`src/rtl/joypad_serializer.sv`:
```
// NES controller-port serializer: 1, 2 or 4 players with Four Score multitap.
// Per-button autofire gating is applied ahead of the parallel load.
module joypad_serializer #(
  parameter int C_players      = 2,
  parameter int C_autofire_div = 1071428
) (
  input  logic                   clk,
  input  logic                   reset,
  input  logic [C_players*8-1:0] i_buttons,
  input  logic [C_players*8-1:0] i_autofire_mask,
  input  logic                   i_strobe,
  input  logic [1:0]             i_joy_clock,
  output logic [1:0]             o_data,
  output logic                   o_latch_pulse
);

  localparam int NB = C_players * 8;
  localparam int CW = $clog2(C_autofire_div);
  localparam logic [CW-1:0] CNT_MAX = CW'(C_autofire_div - 1);
  localparam logic [1:0] PORT_EN =
    (C_players == 1) ? 2'b01 : 2'b11;

  logic [NB-1:0]      R_btn;
  logic [NB-1:0]      R_mask;
  logic [1:0]         R_clk;
  logic               R_strobe;
  logic [CW-1:0]      cnt;
  logic               phase;
  logic [1:0][23:0]   sr;
  logic [1:0][4:0]    rc;
  logic [NB-1:0]      eff;
  logic [1:0][23:0]   img;
  logic [1:0]         fall;

  assign eff  = R_btn & (~R_mask | {NB{phase}});
  assign fall = R_clk & ~i_joy_clock & PORT_EN;

  // Four Score: P1/P2 first, then P3/P4, then signature byte.
  if (C_players == 4) begin : g_four
    assign img[0] = {8'h08, eff[23:16], eff[7:0]};
    assign img[1] = {8'h04, eff[31:24], eff[15:8]};
  end else if (C_players == 2) begin : g_two
    assign img[0] = {16'hFFFF, eff[7:0]};
    assign img[1] = {16'hFFFF, eff[15:8]};
  end else begin : g_one
    assign img[0] = {16'hFFFF, eff[7:0]};
    assign img[1] = '0;
  end

  always_ff @(posedge clk or posedge reset) begin
    if (reset) begin
      R_btn         <= '0;
      R_mask        <= '0;
      R_clk         <= '0;
      R_strobe      <= 1'b0;
      cnt           <= '0;
      phase         <= 1'b0;
      sr            <= '0;
      rc            <= '0;
      o_latch_pulse <= 1'b0;
    end else begin
      R_btn         <= i_buttons;
      R_mask        <= i_autofire_mask;
      R_clk         <= i_joy_clock;
      R_strobe      <= i_strobe;
      o_latch_pulse <= R_strobe & ~i_strobe;
      if (cnt == CNT_MAX) begin
        cnt   <= '0;
        phase <= ~phase;
      end else begin
        cnt <= cnt + 1'b1;
      end
      for (int p = 0; p < 2; p++) begin
        if (i_strobe) begin
          sr[p] <= img[p];
          rc[p] <= '0;
        end else if (fall[p]) begin
          sr[p] <= {1'b1, sr[p][23:1]};
          if (rc[p] != 5'd24)
            rc[p] <= rc[p] + 5'd1;
        end
      end
    end
  end

  assign o_data = {sr[1][0], sr[0][0]};

endmodule

```
`config.mk`:
```
export PLATFORM = sky130hd
export DESIGN_NAME = joypad_serializer
export DESIGN_NICKNAME = d
export VERILOG_FILES = /design/src/rtl/joypad_serializer.sv
export SDC_FILE = /design/constraint.sdc
export NUM_CORES = 1
export LEC_CHECK = 0
export ABC_AREA = 1
export CORE_MARGIN = 5
export CORE_UTILIZATION = 57
export DETAILED_ROUTE_END_ITERATION = 8
export PLACE_DENSITY = 0.79
export SLEW_MARGIN = 20
export SYNTH_ARGS = -nofsm -noshare
export SYNTH_HDL_FRONTEND = slang
export SYNTH_SLANG_ARGS = --single-unit
```
`constraint.sdc`:
```
create_clock -name clk -period 4.9 [get_ports clk]
set_input_delay 1.225 -clock clk [delete_from_list [all_inputs] [get_ports clk]]
set_output_delay 1.225 -clock clk [all_outputs]
set_load 0.05 [all_outputs]
```
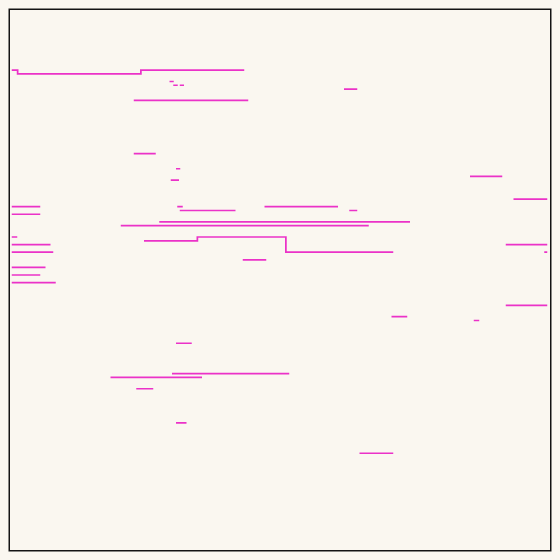
run_1/layer_met3.png
The longest straight run is 44.6 um. 26 nets have wire on it.
routed wire length: 8.380 mm
via count: 3052
met3 Use GR: 4.173%

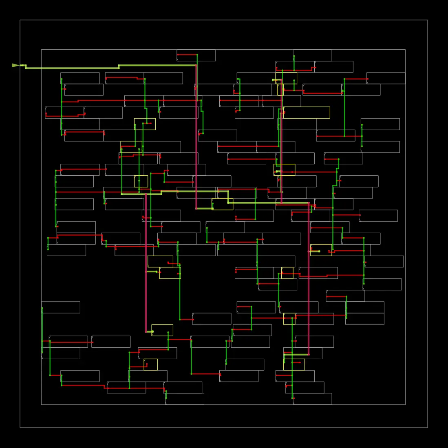
run_1/clocks.png
clk sinks: 106
Layout Skew: 0.01119 ns
clock group power: 545 uW
CTS buffer count: 9
final-layout clock buffer total: 10

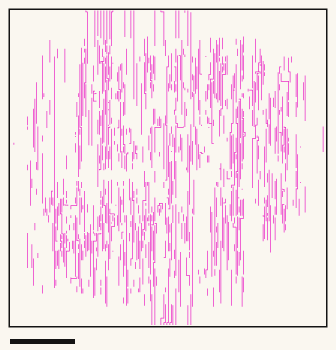
run_1/layer_met2.png
Bar = 20 um.
The wires run mostly vertical. The layer holds 50% of the routed length. 412 nets have wire on it. The longest straight run is 70.7 um. The layer carries 4180 um of wire.
met2 Track Usage GR: 30.10%

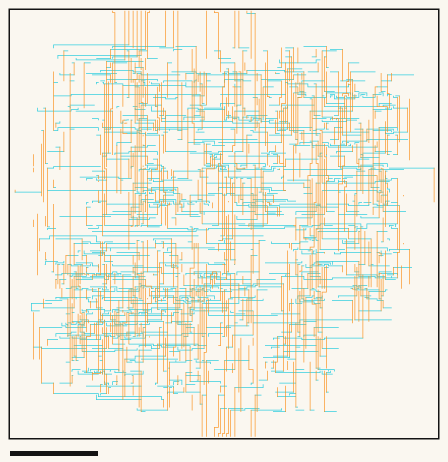
run_1/wires.png
Bar = 20 um. Two of the layers only.
Key: orange = metal 2 [wire length 4180 um]; cyan = metal 1 [wire length 3630 um]
routed length per instance: 14.04 um
GR Util All Layers: 19.05%

==> Changelog: implementation, run 1 <==
### Implementation results

* Critical Path End Type: flop
* Status: complete, no violations
* Critical Path Source: i_strobe
* Proportion of power drawn by flip-flops and latches at about three fifths
* Aoi share at approximately 8%
* Syn nets at a little under 500
* Final Slew Violations at 0
* Non-Clock Buffer Count at around 42
* Fin Setup TNS at 0 ns
* Top Consumer: registers
* Hold_buf cts at 0
* Largest cells by area: dfrtp_1 62%, nand2_1 11%, o21ai_0 4.5%, nor2_1 3.5%, inv_1 3.1%
* Lkg Pwr at ~2.3 nW
* MI comb cells at 296
* Sequential power at around 960 uW
* Top Metal Used: met4
* Critical path depth in cells at 5
* FFs w/ async S/R, synth at 100.0%
* CTS tree: yes
* Root Buffer: clkbuf_8
* Met2 wire length at between 4 and 5 mm
* Fin area at 4955 sq um
* Gr ovfl total at 0
* CP Launch Type: input pin
* Hold Path Stages at 1
* Worst-path clk slew at 0.10 ns
* Top cells by count: 126 x nand2_1, 106 x dfrtp_1, 40 x nor2_1
* Late-Pin Clk Latency at between 0.3 and 0.4 ns
* Postcts setup bufs at 0
* CP Max Fanout at 31
* Max reg flops at around 46
* Syn avg cell area at roughly 9.4 sq um
* Site row count at 31
* CP bufs+invs at 3
* Ys cells at ~460
* Seq area share at a little over half
* Register area at roughly 2700 sq um
* ANT nets after route at 0
* Total die area at between 9000 and 10000 sq um
* Port Buffer Count at 39
* Area leader, netlist: dfrtp_1
* Clk buf depth at 2
* DR pass1 iterations at 4
* Top area contributor share at around three fifths
* Yosys stat area at ~4300 sq um
* Dpl ws at roughly 1.6 ns
* Max Freq at roughly 340 MHz
* Type of the worst min-delay path: flop to flop
* OpenROAD warning count at 26
* Max incr delay on CP at between 0.6 and 0.7 ns
* Mux area share at 0%
* Psw at 413.7 uW
* Yosys reg bits at approximately 110
* Biggest register: sr
* Area grow syn2layout at 15.38%
* Crit-path slowest cell: inv_1
* Post-synth EDFFs at 0
* NonClk Buf Share at 8.333%
* Vias/cell at approximately 5
* Main logic family after synthesis: simple AND/OR/NAND/NOR gates
* R2R Path End: o_data[1]
* Core Util, Final at 67.95%
* Global-route wire length before repair at roughly 15 mm
* Critical path arrival at approximately 3.2 ns
* Synth Cell Area at ~4300 sq um
* Fa+ha+maj area frac at less than 1%
* Share of layout cells above drive strength 1 at under 10%
* Slew margin rel. at ~46%
* Dpl cell area at 4748 sq um
* Vias in the first global route at a little over 3000
* Num sequential at 106
* Fin crit period at about 3 ns
* Synth Instances at between 400 and 500
* Top cell excl fill/tap: nand2_1
* Basic Gates by Area at 21.79%
* Worst flop-to-flop path startpoint: R_clk[1]
* Net Sw Frac at between 20% and 30%
* Yosys warning total at 0
* End of the critical path: o_data[1]
* DRT met1 WL at 3.634 mm
* Register area share after synthesis at approximately 62%
* Layout Cells excl Fill at between 500 and 600
* Gpl congestion at slightly below 0.9
* Reg2reg setup slack at about 3.1 ns
* Fin nets at approximately 530
* Dominant kind of cell: flip-flops and latches
* Logic share of the area at between 20% and 30%
* Clock buf/inv share at roughly 4.2%
* Path depth of the worst reg2reg path at 4
* Fp_density at 58.89%
* Max-Cap Viols at 0
* Cell internal pwr at around 1.2 mW
* PD cells at about 330 nW/um^2
* Worst vdd ir at a little under 0.2 mV
* Global routing usage on met1 at about a quarter
* Cell Count Post-Placement at about 580
* Most used routing layer: met2
* Comb pwr at roughly 140 uW
* Worst endpoint required time at between 5 and 6 ns
* DIE WIDTH at 96.80 um
* Top cells excl fill/tap: 126 x nand2_1, 106 x dfrtp_1, 40 x nor2_1
* Unrepaired setup endpoints after global routing: no
* Clock share of power at 33.1%
* Core area at ~7300 sq um
* Hold Crit Start: cnt[0]
* CTS-repair resized insts at 0
* Remaining DRCs at 0
* Critical path class: input pin to flop
run_1/power_grid.png
Bar = 20 um. Pins as bars on the die edge.
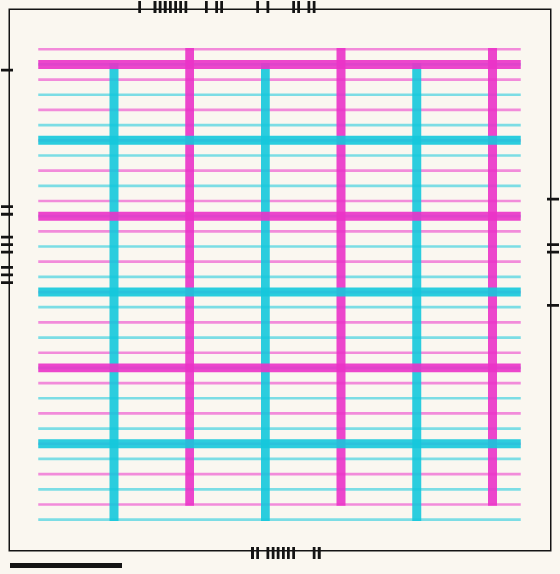

--- run 2 (diff from run 1) ---
--- a/config.mk
+++ b/config.mk
@@ -7,9 +7,9 @@
 export LEC_CHECK = 0
 export ABC_AREA = 1
 export CORE_MARGIN = 5
-export CORE_UTILIZATION = 57
+export CORE_UTILIZATION = 51
 export DETAILED_ROUTE_END_ITERATION = 8
-export PLACE_DENSITY = 0.79
+export PLACE_DENSITY = 0.75
 export SLEW_MARGIN = 20
 export SYNTH_ARGS = -nofsm -noshare
 export SYNTH_HDL_FRONTEND = slang
==> constraint.sdc (replaced) <==
create_clock -name clk -period 2.4 [get_ports clk]
set_input_delay 0.6 -clock clk [delete_from_list [all_inputs] [get_ports clk]]
set_output_delay 0.6 -clock clk [all_outputs]
set_load 0.05 [all_outputs]
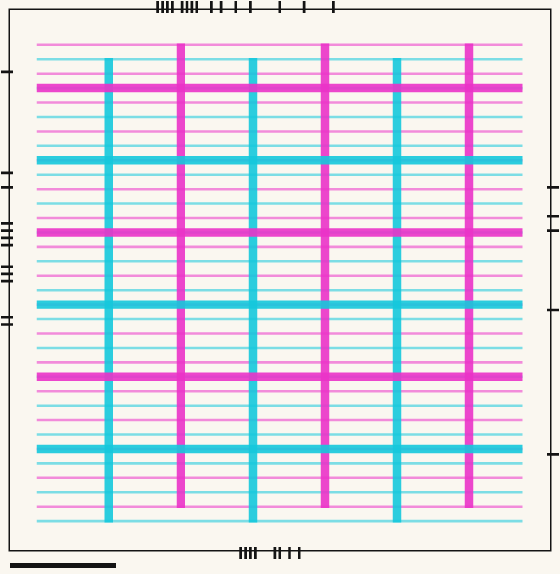
run_2/power_grid.png
Bar = 20 um. Pins as bars on the die edge.
Key: cyan = VSS; magenta = VDD
40 signal pins sit on the boundary. The core has 33 rows. 6 straps on met5. 6 straps on met4. 34 met1 rails follow the rows.
core area: 8217 sq um
worst vdd ir: 0.3508 mV
DIE WIDTH: 101.8 um

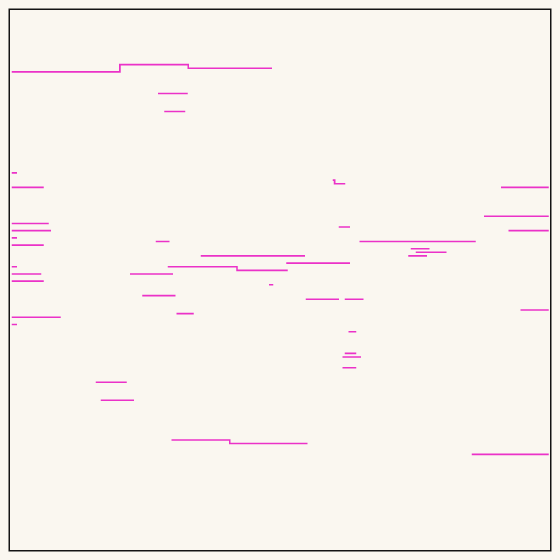
run_2/layer_met3.png
32 nets have wire on it. The layer carries 321 um of wire. The wires run mostly horizontal. The layer holds 4.1% of the routed length.
via count: 3050
met3 Use GR: 4.063%
routed wire length: 7.759 mm

==> run 2 against run 1 <==
Non-clock buffer count up 2; sequential share of layout area down 0.58 points; register-to-register slack worse by 2.1 ns; area after synthesis unchanged; critical endpoint is now o_data[0]; highest routed layer unchanged.
==> Changelog: implementation, run 2 <==
### Implementation results

* Status: complete, no violations
* Critical path class: flop to output pin
* Biggest register: sr
* Lkg Pwr at 2.349 nW
* Layout Skew at a little under 0.01 ns
* Yosys warning total at 0
* Crit-path slowest cell: clkdlybuf4s50_1
* Post-synth EDFFs at 0
* Postcts setup bufs at 0
* Met2 Track Usage GR at approximately a quarter
* Max Freq at between 400 and 500 MHz
* Aoi share at a little over 8%
* Critical path arrival at roughly 1.6 ns
* CTS tree: yes
* Slew margin rel. at between 40% and 50%
* Top cell excl fill/tap: nand2_1
* Psw at between 800 and 900 uW
* Synth Cell Area at 4294 sq um
* CP Max Fanout at 2
* Proportion of power drawn by flip-flops and latches at between 50% and 60%
* Reg2reg setup slack at between 0.9 and 1 ns
* Main logic family after synthesis: simple AND/OR/NAND/NOR gates
* Max reg flops at between 40 and 50
* Clock buf/inv share at under 10%
* Max incr delay on CP at 0.82 ns
* Fin nets at 533
* Critical Path Source: o_data[0]
* Register area share after synthesis at 61.77%
* Core Util, Final at roughly three fifths
* Dpl cell area at roughly 4800 sq um
* Worst endpoint required time at 1.80 ns
* Cell Count Post-Placement at around 590
* Fin crit period at approximately 2.2 ns
* Site row count at 33
* Ys cells at around 460
* Area leader, netlist: dfrtp_1
* Basic Gates by Area at 21.79%
* Layout Cells excl Fill at approximately 610
* Mux area share at 0%
* Logic share of the area at between 20% and 30%
* Net Sw Frac at 24.04%
* PD cells at between 600 and 700 nW/um^2
* Worst flop-to-flop path startpoint: cnt[0]
* Top area contributor share at ~62%
* R2R Path End: cnt[1]
* Dominant kind of cell: flip-flops and latches
* Top cells excl fill/tap: 126 x nand2_1, 106 x dfrtp_1, 40 x nor2_1
* CTS-repair resized insts at 0
* Dpl ws at ~0.22 ns
* FFs w/ async S/R, synth at 100.0%
* Port Buffer Count at 39
* Area grow syn2layout at 16.64%
* Gpl congestion at 0.8612
* Type of the worst min-delay path: flop to flop
* Late-Pin Clk Latency at roughly 0.37 ns
* Path depth of the worst reg2reg path at 6
* Fp_density at 52.26%
* CP bufs+invs at 1
* Global routing usage on met1 at around 24%
* Routed length per instance at 12.82 um
* Unrepaired setup endpoints after global routing: no
run_2/clocks.png
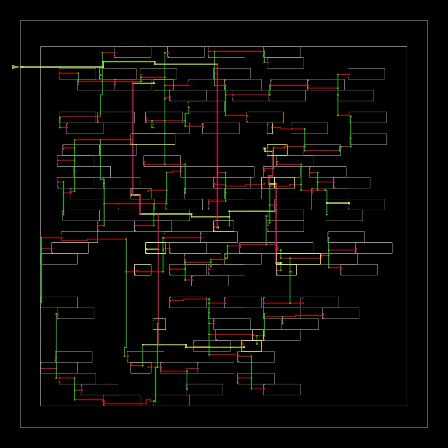

--- run 3 (diff from run 2) ---
--- a/config.mk
+++ b/config.mk
@@ -6,6 +6,7 @@
 export NUM_CORES = 1
 export LEC_CHECK = 0
 export ABC_AREA = 1
+export CORE_ASPECT_RATIO = 2
 export CORE_MARGIN = 5
 export CORE_UTILIZATION = 51
 export DETAILED_ROUTE_END_ITERATION = 8
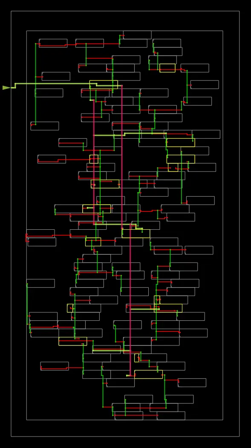
run_3/clocks.png
num sequential: 106
final-layout clock buffer total: 12
Late-Pin Clk Latency: 0.34 ns
Layout Skew: 0.006023 ns

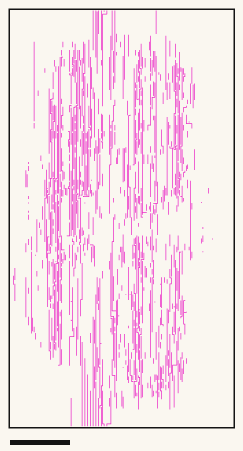
run_3/layer_met2.png
Bar = 20 um.
The layer carries 4500 um of wire. The wires run mostly vertical. The longest straight run is 43.5 um.
via count: 3100
routed wire length: 8.313 mm

==> run 3 against run 2 <==
Maximum frequency increased by 3.8%; hold slack lost 0.00080 ns; sequential share of layout area shrank 0.73 points; critical path type unchanged.
==> Changelog: implementation, run 3 <==
### Implementation results

* Layout Cells excl Fill at between 500 and 600
* Fin area at between 5000 and 6000 sq um
* Type of the worst min-delay path: flop to flop
* Fa+ha+maj area frac at less than 1%
* Clk buf depth at 2
* DRT met1 WL at 3.215 mm
* Routed length per instance at around 14 um
* MI comb cells at approximately 300
* Status: complete, no violations
* Sequential power at 1.96 mW
* Reg2reg setup slack at between 0.8 and 0.9 ns
* Synth Instances at around 460
* Top cell excl fill/tap: nand2_1
* Root Buffer: clkbuf_16
* Non-Clock Buffer Count at 45
* Port Buffer Count at 39
* Dominant kind of cell: flip-flops and latches
* Seq area share at 52.23%
* Unrepaired setup endpoints after global routing: no
* Slew margin rel. at 47.81%
* Met2 Track Usage GR at 29.30%
* CTS tree: yes
* Yosys stat area at roughly 4300 sq um
* Cell internal pwr at ~2.8 mW
* Global routing usage on met1 at around 20%
* Site row count at about 47
* Path depth of the worst reg2reg path at 7
* Syn nets at 495
* CP Max Fanout at 2
* Synth Cell Area at approximately 4300 sq um
* Worst vdd ir at just under 0.4 mV
* Core Util, Final at between 60% and 70%
* Net Sw Frac at a little under a quarter
* Max-Cap Viols at 0
* Critical path depth in cells at 1
* Cell Count Post-Placement at 583
* CP Launch Type: flop
* Main logic family after synthesis: simple AND/OR/NAND/NOR gates
* Yosys reg bits at 106
* Ys cells at approximately 460
* Fp_density at 52.16%
* Fin nets at ~530
* Share of layout cells above drive strength 1 at approximately 9%
* Met2 wire length at about 4.5 mm
* Top cells by count: 126 x nand2_1, 106 x dfrtp_1, 40 x nor2_1
* Clk sinks at approximately 110
* Critical Path Source: o_data[0]
* Largest cells by area: dfrtp_1 62%, nand2_1 11%, o21ai_0 4.5%, nor2_1 3.5%, inv_1 3.1%
* Vias in the first global route at approximately 3100
* Met3 Use GR at roughly 3.5%
* Core area at ~8200 sq um
* OpenROAD warning count at 26
* Top Consumer: registers
* Postcts setup bufs at 0
* Dpl cell area at 4796 sq um
* Fin Setup TNS at 0 ns
* Final Slew Violations at 0
* Aoi share at just over 8%
* Area leader, netlist: dfrtp_1
* Vias/cell at slightly above 5
* Remaining DRCs at 0
* FFs w/ async S/R, synth at 100.0%
* Critical path arrival at roughly 1.5 ns
* Proportion of power drawn by flip-flops and latches at 54.1%
* Hold Crit Start: R_strobe
Power figures rest on the tool's default switching activity, not on a simulated workload.
